### src/rtl/mult_pkg.sv
// rtl/mult_pkg.sv - shared types and constants for the Booth multiplier
package mult_pkg;

    typedef enum logic [1:0] {
        IDLE = 2'b00,
        RUN  = 2'b01,
        DONE = 2'b10
    } mult_state_e;

    localparam int MULT_ITER  = 32;
    localparam int MULT_CNT_W = 5;

endpackage

### src/rtl/booth_step.sv
// rtl/booth_step.sv - one combinational radix-2 Booth step (add/sub then arithmetic shift)
//
// Ports:
//   acc_i  [WIDTH:0]   accumulator before the step (one guard bit)
//   q_i    [WIDTH-1:0] multiplier/low product register before the step
//   q1_i               bit shifted out of Q on the previous step
//   m_i    [WIDTH:0]   sign-extended multiplicand
//   acc_o, q_o, q1_o   values after add/sub and the 1-bit arithmetic shift
module booth_step #(
    parameter int WIDTH = 32
) (
    input  logic [WIDTH:0]   acc_i,
    input  logic [WIDTH-1:0] q_i,
    input  logic             q1_i,
    input  logic [WIDTH:0]   m_i,
    output logic [WIDTH:0]   acc_o,
    output logic [WIDTH-1:0] q_o,
    output logic             q1_o
);

    logic [WIDTH:0] sum;

    always_comb begin
        sum = acc_i;
        case ({q_i[0], q1_i})
            2'b01:   sum = acc_i + m_i;
            2'b10:   sum = acc_i - m_i;
            default: sum = acc_i;
        endcase
    end

    // {sum, Q, q_1} >>> 1 with the accumulator sign bit replicated
    assign acc_o = {sum[WIDTH], sum[WIDTH:1]};
    assign q_o   = {sum[0], q_i[WIDTH-1:1]};
    assign q1_o  = q_i[0];

endmodule

### src/rtl/mult_booth.sv
// rtl/mult_booth.sv - sequential signed multiplier, fixed 33-cycle radix-2 Booth
//
// Ports:
//   clk, reset     rising-edge clock, asynchronous active-high reset
//   start          multiply request, sampled only in IDLE
//   a, b           signed multiplicand / multiplier, captured on the start edge
//   hi, lo         registered product bits [2W-1:W] and [W-1:0]
//   busy           high while stepping (RUN)
//   done           one-cycle pulse when the product is available (DONE)
module mult_booth
    import mult_pkg::*;
#(
    parameter int WIDTH = 32
) (
    input  logic             clk,
    input  logic             reset,
    input  logic             start,
    input  logic [WIDTH-1:0] a,
    input  logic [WIDTH-1:0] b,
    output logic [WIDTH-1:0] hi,
    output logic [WIDTH-1:0] lo,
    output logic             busy,
    output logic             done
);

    localparam logic [MULT_CNT_W-1:0] LAST_CNT = MULT_CNT_W'(MULT_ITER - 1);

    mult_state_e state_q, state_d;

    // ACC carries a guard bit so -M is exact when a is the most negative value
    logic [WIDTH:0]          acc_q, acc_d;
    logic [WIDTH:0]          m_q, m_d;
    logic [WIDTH-1:0]        q_q, q_d;
    logic                    qm1_q, qm1_d;
    logic [MULT_CNT_W-1:0]   cnt_q, cnt_d;
    logic [WIDTH-1:0]        hi_q, hi_d;
    logic [WIDTH-1:0]        lo_q, lo_d;

    logic [WIDTH:0]          step_acc;
    logic [WIDTH-1:0]        step_q;
    logic                    step_qm1;

    booth_step #(.WIDTH(WIDTH)) u_step (
        .acc_i (acc_q),
        .q_i   (q_q),
        .q1_i  (qm1_q),
        .m_i   (m_q),
        .acc_o (step_acc),
        .q_o   (step_q),
        .q1_o  (step_qm1)
    );

    // State register and datapath registers
    always_ff @(posedge clk or posedge reset) begin
        if (reset) begin
            state_q <= IDLE;
            acc_q   <= '0;
            m_q     <= '0;
            q_q     <= '0;
            qm1_q   <= 1'b0;
            cnt_q   <= '0;
            hi_q    <= '0;
            lo_q    <= '0;
        end else begin
            state_q <= state_d;
            acc_q   <= acc_d;
            m_q     <= m_d;
            q_q     <= q_d;
            qm1_q   <= qm1_d;
            cnt_q   <= cnt_d;
            hi_q    <= hi_d;
            lo_q    <= lo_d;
        end
    end

    // Next-state logic
    always_comb begin
        state_d = state_q;
        case (state_q)
            IDLE:    if (start) state_d = RUN;
            RUN:     if (cnt_q == LAST_CNT) state_d = DONE;
            DONE:    state_d = IDLE;
            default: state_d = IDLE;
        endcase
    end

    // Datapath next values
    always_comb begin
        acc_d = acc_q;
        m_d   = m_q;
        q_d   = q_q;
        qm1_d = qm1_q;
        cnt_d = cnt_q;
        hi_d  = hi_q;
        lo_d  = lo_q;
        case (state_q)
            IDLE: begin
                if (start) begin
                    m_d   = {a[WIDTH-1], a};
                    acc_d = '0;
                    q_d   = b;
                    qm1_d = 1'b0;
                    cnt_d = '0;
                end
            end
            RUN: begin
                acc_d = step_acc;
                q_d   = step_q;
                qm1_d = step_qm1;
                cnt_d = cnt_q + 1'b1;
                if (cnt_q == LAST_CNT) begin
                    hi_d = step_acc[WIDTH-1:0];
                    lo_d = step_q;
                end
            end
            default: ;
        endcase
    end

    // Moore outputs
    always_comb begin
        busy = (state_q == RUN);
        done = (state_q == DONE);
    end

    assign hi = hi_q;
    assign lo = lo_q;

endmodule

### config.mk
export PLATFORM = sky130hd
export DESIGN_NAME = mult_booth
export DESIGN_NICKNAME = d
export VERILOG_FILES = /design/src/rtl/mult_pkg.sv /design/src/rtl/booth_step.sv /design/src/rtl/mult_booth.sv
export SDC_FILE = /design/constraint.sdc
export NUM_CORES = 1
export LEC_CHECK = 0
export ABC_AREA = 1
export CAP_MARGIN = 25
export CORE_ASPECT_RATIO = 2
export CORE_MARGIN = 4
export CORE_UTILIZATION = 25
export DETAILED_ROUTE_END_ITERATION = 10
export GPL_TIMING_DRIVEN = 0
export HOLD_SLACK_MARGIN = 0.03
export SYNTH_ARGS = -nofsm -noshare
export SYNTH_HDL_FRONTEND = slang
export SYNTH_HIERARCHICAL = 1
export SYNTH_SLANG_ARGS = --single-unit
### constraint.sdc
create_clock -name clk -period 6.32 [get_ports clk]
set_input_delay 1.896 -clock clk [delete_from_list [all_inputs] [get_ports clk]]
set_output_delay 1.896 -clock clk [all_outputs]
set_load 0.05 [all_outputs]
layer_met2.png
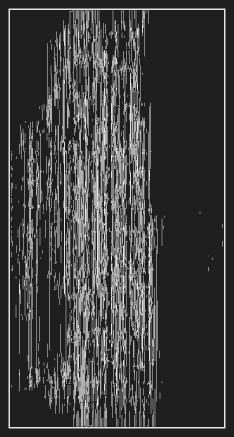
The layer holds 57% of the routed length. The layer carries 22.0 mm of wire. The longest straight run is 149 µm. The wires run mostly vertical.
overall via count from detail_route: 10500
fraction of met2 tracks used by global routing: 33.5%
total length of routed wires: 38900 µm

layer_met1.png
Scale bar: 50 µm.
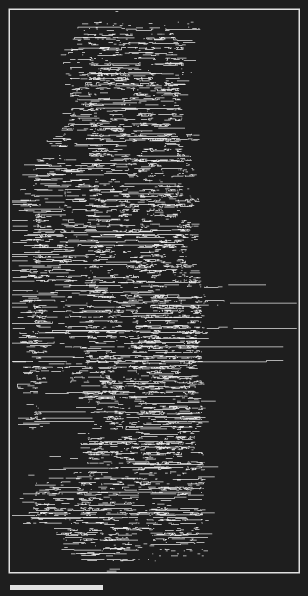
The longest straight run is 78.2 µm. The layer carries 13200 µm of wire. 1781 nets have wire on it.
met1 Track Usage GR: 15.7%

congestion.png
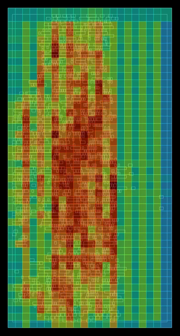
average wire length per cell after detail routing: 16.8 µm
busiest metal layer after global routing: met2
met3 global-route usage: 2.27%
end-of-flow core utilization: 31.7%
global router's overall resource usage: 16.9%

cell_density.png
Scale bar: 50 µm. The die is cut into 16 by 30 equal tiles; black is low, pale yellow is high, 0 to 100% covered.
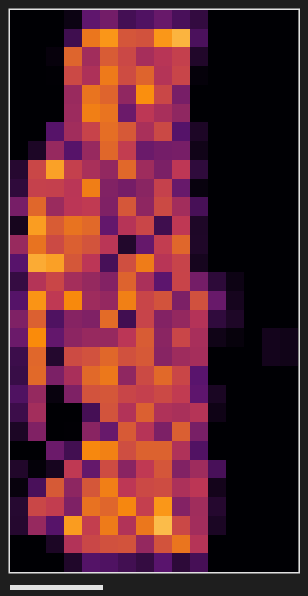
35% of the tiles are nearly empty. The emptiest ninth of the die: top right. The fullest tile reaches 85%.
Core Density at Floorplan: 25.4%
core outline area: 0.0427 mm²

==> qor.tcl <==
set qor(layout.nonclk_buf_share_pct) 14.2
set qor(route.top_layer_used) {met4}
set qor(post_synth_and_or_nand_nor_area_fraction_pct) 37.8
set qor(timing.fmax_ghz) 0.214
set qor(cpLargestDelayFamily) {buffers and inverters}
set qor(top_logic_cell_by_instance_count_in_the_layout) {sky130_fd_sc_hd__nand2_1}
set qor(crit-reg2reg-launch) {qm1_q$_DFFE_PP0P_}
set qor(compound_cell_area_share_of_the_yosys_netlist_pct) 4.91
set qor(area_growth_syn_to_layout_pct) 24.9
set qor(multi_input_comb_cells) 1164
set qor(place.gp.congestion) 0.947
set qor(ys_top_cells_by_count) {sky130_fd_sc_hd__nand2_1, sky130_fd_sc_hd__inv_1, sky130_fd_sc_hd__dfrtp_1, sky130_fd_sc_hd__nand3_1, sky130_fd_sc_hd__nor2_1}
set qor(topCellsByArea) {sky130_fd_sc_hd__dfrtp_1, sky130_fd_sc_hd__nand2_1, sky130_fd_sc_hd__nand3_1}
set qor(cts_setup_buffers) 0
set qor(synth.cell_area_mm2) 0.0108
set qor(worst_setup_path_start_kind) {flip-flop}
set qor(place.port_buffers) 132
set qor(cts_resized) 0
set qor(non_clock_buffer_count_in_the_final_layout) 225
set qor(timing_worst_setup_path_type) {flip-flop to primary output}
set qor(worst_slew_margin_rel_pct) 47.9
set qor(dominant_cells) {multi-input combinational cells}
set qor(cp_num_cells) 6
set qor(sequential_cell_total) 169
set qor(cp.arrival_ns) 2.78
set qor(well_tap_count) 545
set qor(number_of_synthesized_flops_with_an_enable_pin) 0
set qor(timing.final.hold_violations) 0
set qor(cp.required_ns) 4.42
set qor(detail_route.drc_violations) 0
set qor(seqAreaFraction_pct) 31.2
set qor(worst_r2r_endpoint) {acc_q[31]$_DFFE_PP0P_}
set qor(layout.cells.non_filler) 2319
set qor(hold_slack_ns) 0.480
set qor(r2r.worst_path.cells) 21
set qor(rsz0062_at_grt) {false}
set qor(placement.cell_area_mm2) 0.0129
set qor(ys_sh_mux_pct) 0
set qor(yosys-dominant-comb-family) {simple AND/OR/NAND/NOR gates}
set qor(clock_tree_area_fraction_pct) 4.48
set qor(openroad.warnings) 26
set qor(outcome) {complete, no violations}
set qor(first_iter_violations) 547
set qor(avgViaCountPerCell) 4.55
set qor(clock_tree.buffer_depth) 2
set qor(post-synth-top-area-fraction_pct) 39.0
set qor(layout.clock_buffers) 18
set qor(drive_above_1_share_pct) 7.89
[flip-flops by register name, summed over array words and instances (netlist names)]
signal and count:
acc_q 33, qm1_q 1, lo 32, q_q 32
state_q 2, cnt_q 5, m_q 32, hi 32
[worst min path at each step]
stage	from	end	cells after the start
after global placement	m_q[1]$_DFFE_PP0P_	m_q[1]$_DFFE_PP0P_	2
after floorplan	m_q[1]$_DFFE_PP0P_	m_q[1]$_DFFE_PP0P_	2
final	m_q[1]$_DFFE_PP0P_	m_q[1]$_DFFE_PP0P_	2
after detailed placement	lo[11]$_DFFE_PP0P_	lo[11]$_DFFE_PP0P_	2
after global routing	lo[23]$_DFFE_PP0P_	lo[23]$_DFFE_PP0P_	2
after CTS	m_q[1]$_DFFE_PP0P_	m_q[1]$_DFFE_PP0P_	2
